$ cat src/rtl/cpu_types_pkg.sv
// Shared CPU datapath types: machine word and the request-unit state encoding.
package cpu_types_pkg;

  typedef logic [31:0] word_t;

  typedef enum logic [2:0] {
    IDLE,
    FETCH,
    EXEC,
    DATA,
    HALTED
  } ru_state_t;

endpackage

$ cat src/rtl/request_unit_if.sv
// Request-unit bus bundle; REQUEST_UNIT_PERF_EN adds the icount/dwait counters.
interface request_unit_if;
  import cpu_types_pkg::*;

  logic  ihit;
  word_t imemload;
  logic  dhit;
  logic  cu_dREN;
  logic  cu_dWEN;
  logic  cu_halt;
  word_t cu_daddr;
  word_t cu_dstore;

  logic  iREN;
  logic  dREN;
  logic  dWEN;
  word_t daddr;
  word_t dstore;
  word_t instr;
  logic  pcEN;
  logic  halt;
`ifdef REQUEST_UNIT_PERF_EN
  word_t icount;
  word_t dwait;
`endif

  modport ru (
    input  ihit, imemload, dhit, cu_dREN, cu_dWEN, cu_halt, cu_daddr, cu_dstore,
    output iREN, dREN, dWEN, daddr, dstore, instr, pcEN, halt
`ifdef REQUEST_UNIT_PERF_EN
    , output icount, dwait
`endif
  );

  modport tb (
    output ihit, imemload, dhit, cu_dREN, cu_dWEN, cu_halt, cu_daddr, cu_dstore,
    input  iREN, dREN, dWEN, daddr, dstore, instr, pcEN, halt
`ifdef REQUEST_UNIT_PERF_EN
    , input icount, dwait
`endif
  );

endinterface

$ cat src/rtl/ru_perf_counter.sv
// Saturating event counter: increments on en, sticks at all-ones until reset.
module ru_perf_counter #(
  parameter int unsigned WIDTH = 32
) (
  input  logic             clk,
  input  logic             rst_n,
  input  logic             en,
  output logic [WIDTH-1:0] count
);

  always_ff @(posedge clk or negedge rst_n) begin
    if (!rst_n) begin
      count <= '0;
    end else if (en && (count != '1)) begin
      count <= count + WIDTH'(1);
    end
  end

endmodule

$ cat src/rtl/request_unit.sv
// Memory request sequencer: fetch, decode, optional data access, sticky halt.
// REQUEST_UNIT_PERF_EN adds saturating retired-instruction and data-wait counters.
module request_unit
  import cpu_types_pkg::*;
(
  input logic        CLK,
  input logic        nRST,
  request_unit_if.ru ru
);

  ru_state_t state, state_next;
  word_t     instr_q, daddr_q, dstore_q;
  logic      rd_q, wr_q, pcen_q;
  logic      capture, pcen_next;
  logic      iren, dren, dwen;

  always_ff @(posedge CLK or negedge nRST) begin
    if (!nRST) state <= IDLE;
    else       state <= state_next;
  end

  always_comb begin
    state_next = state;
    capture    = 1'b0;
    pcen_next  = 1'b0;
    iren       = 1'b0;
    dren       = 1'b0;
    dwen       = 1'b0;
    case (state)
      IDLE:  state_next = FETCH;
      FETCH: begin
        iren = 1'b1;
        if (ru.ihit) state_next = EXEC;
      end
      EXEC: begin
        if (ru.cu_halt) begin
          state_next = HALTED;
        end else if (ru.cu_dREN || ru.cu_dWEN) begin
          capture    = 1'b1;
          state_next = DATA;
        end else begin
          pcen_next  = 1'b1;
          state_next = FETCH;
        end
      end
      DATA: begin
        // a simultaneous read+write request resolves to the write
        dwen = wr_q;
        dren = rd_q & ~wr_q;
        if (ru.dhit) begin
          pcen_next  = 1'b1;
          state_next = FETCH;
        end
      end
      HALTED:  state_next = HALTED;
      default: state_next = IDLE;
    endcase
  end

  // pcEN is registered so the strobe lands in the first cycle after completion
  always_ff @(posedge CLK or negedge nRST) begin
    if (!nRST) begin
      instr_q  <= '0;
      daddr_q  <= '0;
      dstore_q <= '0;
      rd_q     <= 1'b0;
      wr_q     <= 1'b0;
      pcen_q   <= 1'b0;
    end else begin
      pcen_q <= pcen_next;
      if ((state == FETCH) && ru.ihit) instr_q <= ru.imemload;
      if (capture) begin
        daddr_q  <= ru.cu_daddr;
        dstore_q <= ru.cu_dstore;
        rd_q     <= ru.cu_dREN;
        wr_q     <= ru.cu_dWEN;
      end
    end
  end

  assign ru.iREN   = iren;
  assign ru.dREN   = dren;
  assign ru.dWEN   = dwen;
  assign ru.pcEN   = pcen_q;
  assign ru.halt   = (state == HALTED);
  assign ru.instr  = instr_q;
  assign ru.daddr  = daddr_q;
  assign ru.dstore = dstore_q;

`ifdef REQUEST_UNIT_PERF_EN
  logic dwait_en;
  assign dwait_en = (state == DATA) && !ru.dhit;

  ru_perf_counter #(.WIDTH(32)) u_icount (
    .clk   (CLK),
    .rst_n (nRST),
    .en    (pcen_q),
    .count (ru.icount)
  );

  ru_perf_counter #(.WIDTH(32)) u_dwait (
    .clk   (CLK),
    .rst_n (nRST),
    .en    (dwait_en),
    .count (ru.dwait)
  );
`endif

endmodule

$ cat src/flat_wrapper.sv
// flat-port wrapper written by rule: the top's interface ports become plain ports
module request_unit_flat import cpu_types_pkg::*;
  (CLK, nRST, ru_ihit, ru_imemload, ru_dhit, ru_cu_dREN, ru_cu_dWEN, ru_cu_halt, ru_cu_daddr, ru_cu_dstore, ru_iREN, ru_dREN, ru_dWEN, ru_daddr, ru_dstore, ru_instr, ru_pcEN, ru_halt);
  request_unit_if ru_i ();
  input logic CLK;
  input logic nRST;
  input wire logic [$bits(ru_i.ihit)-1:0] ru_ihit;
  input wire logic [$bits(ru_i.imemload)-1:0] ru_imemload;
  input wire logic [$bits(ru_i.dhit)-1:0] ru_dhit;
  input wire logic [$bits(ru_i.cu_dREN)-1:0] ru_cu_dREN;
  input wire logic [$bits(ru_i.cu_dWEN)-1:0] ru_cu_dWEN;
  input wire logic [$bits(ru_i.cu_halt)-1:0] ru_cu_halt;
  input wire logic [$bits(ru_i.cu_daddr)-1:0] ru_cu_daddr;
  input wire logic [$bits(ru_i.cu_dstore)-1:0] ru_cu_dstore;
  output wire logic [$bits(ru_i.iREN)-1:0] ru_iREN;
  output wire logic [$bits(ru_i.dREN)-1:0] ru_dREN;
  output wire logic [$bits(ru_i.dWEN)-1:0] ru_dWEN;
  output wire logic [$bits(ru_i.daddr)-1:0] ru_daddr;
  output wire logic [$bits(ru_i.dstore)-1:0] ru_dstore;
  output wire logic [$bits(ru_i.instr)-1:0] ru_instr;
  output wire logic [$bits(ru_i.pcEN)-1:0] ru_pcEN;
  output wire logic [$bits(ru_i.halt)-1:0] ru_halt;
  assign ru_i.ihit = ru_ihit;
  assign ru_i.imemload = ru_imemload;
  assign ru_i.dhit = ru_dhit;
  assign ru_i.cu_dREN = ru_cu_dREN;
  assign ru_i.cu_dWEN = ru_cu_dWEN;
  assign ru_i.cu_halt = ru_cu_halt;
  assign ru_i.cu_daddr = ru_cu_daddr;
  assign ru_i.cu_dstore = ru_cu_dstore;
  assign ru_iREN = ru_i.iREN;
  assign ru_dREN = ru_i.dREN;
  assign ru_dWEN = ru_i.dWEN;
  assign ru_daddr = ru_i.daddr;
  assign ru_dstore = ru_i.dstore;
  assign ru_instr = ru_i.instr;
  assign ru_pcEN = ru_i.pcEN;
  assign ru_halt = ru_i.halt;
  request_unit u_core (.CLK(CLK), .nRST(nRST), .ru(ru_i));
endmodule
$ cat config.mk
export PLATFORM = sky130hd
export DESIGN_NAME = request_unit_flat
export DESIGN_NICKNAME = d
export VERILOG_FILES = /design/src/rtl/cpu_types_pkg.sv /design/src/rtl/request_unit_if.sv /design/src/rtl/ru_perf_counter.sv /design/src/rtl/request_unit.sv /design/src/flat_wrapper.sv
export SDC_FILE = /design/constraint.sdc
export NUM_CORES = 1
export LEC_CHECK = 0
export ABC_CLOCK_PERIOD_IN_PS = 2029
export CAP_MARGIN = 20
export CORE_UTILIZATION = 35
export DETAILED_ROUTE_END_ITERATION = 8
export PLACE_DENSITY = 0.73
export SLEW_MARGIN = 20
export SYNTH_ARGS = -nofsm -noshare
export SYNTH_HDL_FRONTEND = slang
export SYNTH_SLANG_ARGS = --single-unit
$ cat constraint.sdc
create_clock -name CLK -period 2.03 [get_ports CLK]
set_clock_uncertainty 0.1 [all_clocks]
set_input_delay 0.609 -clock CLK [delete_from_list [all_inputs] [get_ports CLK]]
set_output_delay 0.609 -clock CLK [all_outputs]
set_load 0.1 [all_outputs]
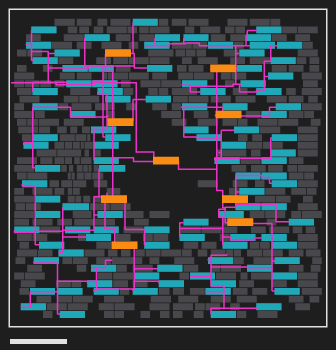
(clock network drawn from the DEF)
The bar under the picture is 20 um long.
Cyan marks flip-flops, count 102. Magenta marks clock wires, length 1250 um. Orange marks clock-net drivers, count 9.
Position of the flops: widely spread. There are 10 routed clock nets.

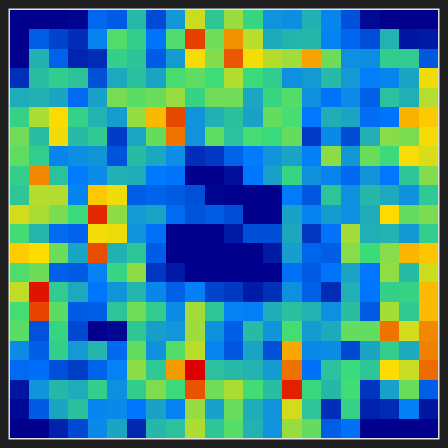
(wiring heat map)
22 x 22 tiles, from dark blue (low) to red (high), scaled to the fullest tile. Values are wire area over tile area, all layers added.
8.1% of the tiles are nearly empty. The mean over all tiles is 0.14. The emptiest ninth of the die: center. The fullest tile reaches 0.36.
final wirelength: 10710 um
post-DR wirelength/cell: 17.67 um
all-layer global routing usage: 18.00%

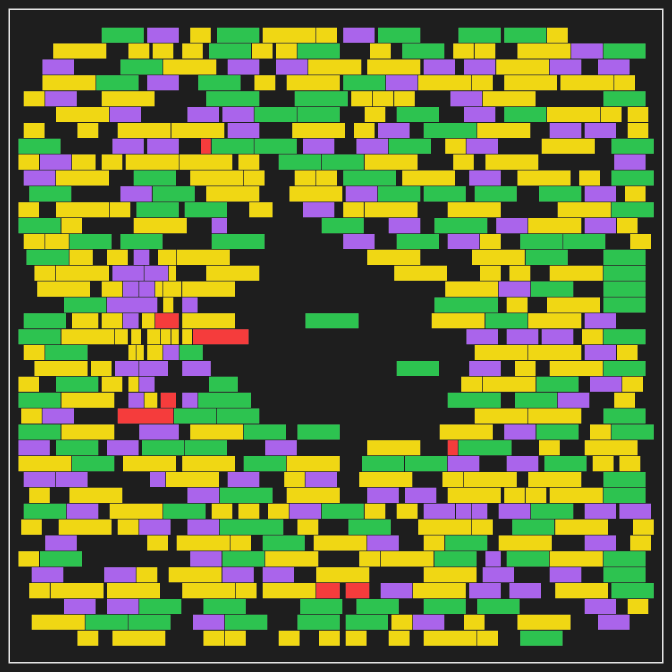
(drive-strength map)
Green marks x6 and larger, cells 122. Purple marks x3 and x4, cells 111. Red marks x2, cells 8. Yellow marks x1 and smaller, cells 222.

==> ci_impl_report.md <==
## PnR job results

| Metric | Value |
|---|---|
| Crit. End Element | `output port` |
| Final min period | `around 2.1 ns` |
| Tool warnings | `29` |
| Global-route wire length before repair | `between 15000 and 20000 um` |
| Die Ht | `around 110 um` |
| Setup ws final | `-0.03475 ns` |
| Clock Tree Buf Depth | `2` |
| Die area | `around 12000 sq um` |
| # clk buffers | `10` |
| Slowest-stage cell, CP | `dfrtp_1` |
| CTS tree | `built` |
| ClkCell Share | `under 10%` |
| Seq Cell Count | `~100` |
| Via-per-instance ratio | `4.601` |
| Ys cells | `approximately 240` |
| Non-clock buffer share | `between 40 and 50%` |
| Total grt overflow | `0` |
| Crit path buf inv count | `1` |
| CTS Root Cell | `clkbuf_16` |
| Non-CTS buffers | `between 200 and 250` |
| CP top delay family | `simple AND/OR/NAND/NOR gates` |
| Hold WC Path Type | `primary input to asynchronous set/reset pin` |
| Yosys stat area | `4217 sq um` |
| Worst-skew pair later-pin latency | `0.33 ns` |
| Final Setup Violations | `2` |
| Clk slew on worst S/H paths | `0.07 ns` |
| Critical Path RT | `1.32 ns` |
| Synthesized instance count | `around 240` |
| Arrival time worst endpoint | `1.36 ns` |
| Antenna violations before repair | `0` |
| Area grow syn2layout | `89.82%` |
| Tcrit/Tclk final | `101.7%` |
| Largest fanout on the critical path | `3` |
| Initial drt markers | `67` |
| Num Clock Sinks | `102` |
| Pre-antenna DRT Iters | `8` |
| Via total after detailed routing | `about 2800` |
| RePlAce Congestion | `approximately 0.75` |
| Commonest Layout Cell | `buf_12` |
| Most numerous logic cells after layout | `buf_12, clkdlybuf4s50_1, dfrtp_1` |
| RSZ-0062 raised after global routing | `true` |
| Critical path type | `flop to output port` |
| Share of layout cells above drive strength 1 | `a little over half` |
| Element type at the critical path start | `flop` |
| Comb. cell area | `1639 sq um` |
| Comb/total area | `~20%` |
| Number of buffers added on ports | `between 200 and 250` |
| Cell count after placement | `a little under 600` |
| Max-cap viol count | `0` |
| Post-synthesis average cell area | `17.87 sq um` |
| Residual DRC | `15` |
| Violated checks | `DRC, setup timing` |
| FMAX | `about 480 MHz` |
| IO Pins | `204` |
| R2R cell count | `5` |
| Outcome | `finished, violations left` |
| Antenna diodes | `0` |
| Levels on crit path | `3` |
| # Taps | `143` |
| ANT nets after route | `0` |
| #FFs+latches synth | `102` |
| Final nets | `roughly 560` |
| Synth cell types | `23` |
| Dpl hpwl | `7918 um` |
| Die width | `111.8 um` |
| Top class by area | `non-clock buffers` |
| Register share after synthesis | `between 60% and 70%` |
| Ys Warns | `0` |
| Final Hold Fails | `0` |
| Final Max Slew Viols | `0` |
| Slew margin rel. | `between 70 and 80%` |
| Floorplan core density | `between 30% and 40%` |
| Worst-Margin Slew | `roughly 0.38 ns` |
| Largest net degree at the start of global routing | `between 50 and 60` |
| # fillers | `around 760` |
| Num CTS Buffers | `9` |
| H-Tree Depth | `3` |
| Non-clk invs | `0` |
| Largest stage delay on the critical path | `between 0.3 and 0.4 ns` |
| Mapped Area | `between 4000 and 5000 sq um` |
| Hold slack | `about 0.088 ns` |
| #MultiIn Comb | `122` |
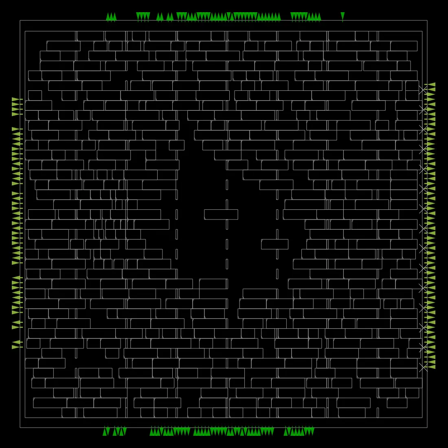
(cell outlines without signal wires)
CORE AREA: 11560 sq um
Std-Cell Rows: 39
final cell count without fillers: 606
fraction of area in registers: 31.92%

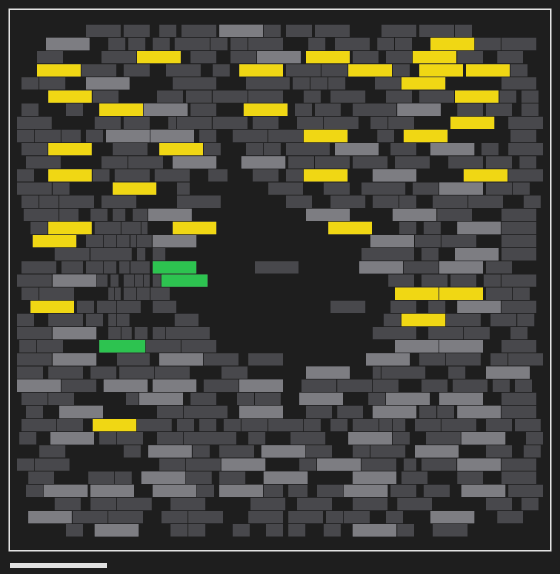
(sequential cells grouped by signal name)
The bar under the picture is 20 um long.
Yellow marks u_core.ru.dstore, placed flops 32. Green marks u_core.state, placed flops 3.
register area: 2555 sq um

## cell families after synthesis
| logic type | Yosys count | synth area share [%] |
|---|---|---|
| buffers and inverters | 12 | 4.243 |
| AOI/OAI and AO/OA | 9 | 1.543 |
| DFF | 102 | 60.53 |
| and+or+nand+nor | 17 | 2.701 |
| muxes | 96 | 30.98 |
## per-stage QoR
step / area (sq um) / worst slack (ns) / util [%] / TNS, ns
floorplan: 4383 / -0.3574 / - / -11.19
global placement: 7574 / -0.3075 / 65.49 / -18.26
detailed placement: 7574 / -0.3198 / 65.49 / -18.48
CTS: 7948 / -0.04278 / 68.72 / -0.09395
global route: 8004 / -0.08365 / 69.21 / -0.2225
finish: 8004 / -0.03475 / 69.21 / -0.05735
## Yosys cell counts
cell type,n,area [sq um]
a211oi_1,1,7.510
a21oi_1,3,15.01
a22o_1,2,17.52
and2_1,1,6.260
and3_1,1,6.260
and4b_1,1,10.01
buf_12,7,140.1
buf_4,3,22.52
buf_6,1,11.26
clkbuf_2,1,5.000
dfrtp_1,102,2552
mux2_1,5,56.30
mux2_2,31,349.1
mux2_4,60,900.9
nand2_1,4,15.01
nand2b_1,1,6.260
nor2_1,2,7.510
nor2b_1,4,25.02
nor3b_1,1,7.510
nor4_1,1,6.260
nor4b_4,1,23.77
o21a_4,1,15.01
o21ai_0,2,10.01
## registers in the layout, summed over array words and instances, names as in the netlist
name and flops:
u_core.wr_q 1, u_core.ru.pcEN 1, u_core.ru.instr 32, u_core.state 3, u_core.rd_q 1, u_core.ru.dstore 32, u_core.ru.daddr 32
## per-layer routing
metal / vias to the layer above / global-route usage [%] / routed length [um]
met5: - / 0 / 0
met4: 0 / 6.486 / 186
met3: 16 / 4.573 / 736
met2: 114 / 30.31 / 5442
met1: 1388 / 22.36 / 4340
li1: 1270 / - / -
## what timing repair did
action | in CTS | in global routing
resized | 5 | 2
hold buffers | 0 | 0
setup endpoints to repair | 4 | 9
buffers inserted | 4 | 0
gates cloned | 0 | 2
pin swaps | 2 | 1
## worst paths after layout
path | start | to | slack (ns)
setup / recovery | u_core.state[1]$_DFFE_PN0P_ | ru_dREN | -0.03
hold / removal | nRST | u_core.ru.instr[10]$_DFFE_PN0P_ | 0.09
setup reg to reg | u_core.state[2]$_DFFE_PN0P_ | u_core.ru.dstore[6]$_DFFE_PN0P_ | 0.11
hold reg to reg | u_core.rd_q$_DFFE_PN0P_ | u_core.rd_q$_DFFE_PN0P_ | 0.40
max in group asynchronous | nRST | u_core.ru.dstore[30]$_DFFE_PN0P_ | 1.15
min in group CLK | u_core.rd_q$_DFFE_PN0P_ | u_core.rd_q$_DFFE_PN0P_ | 0.40
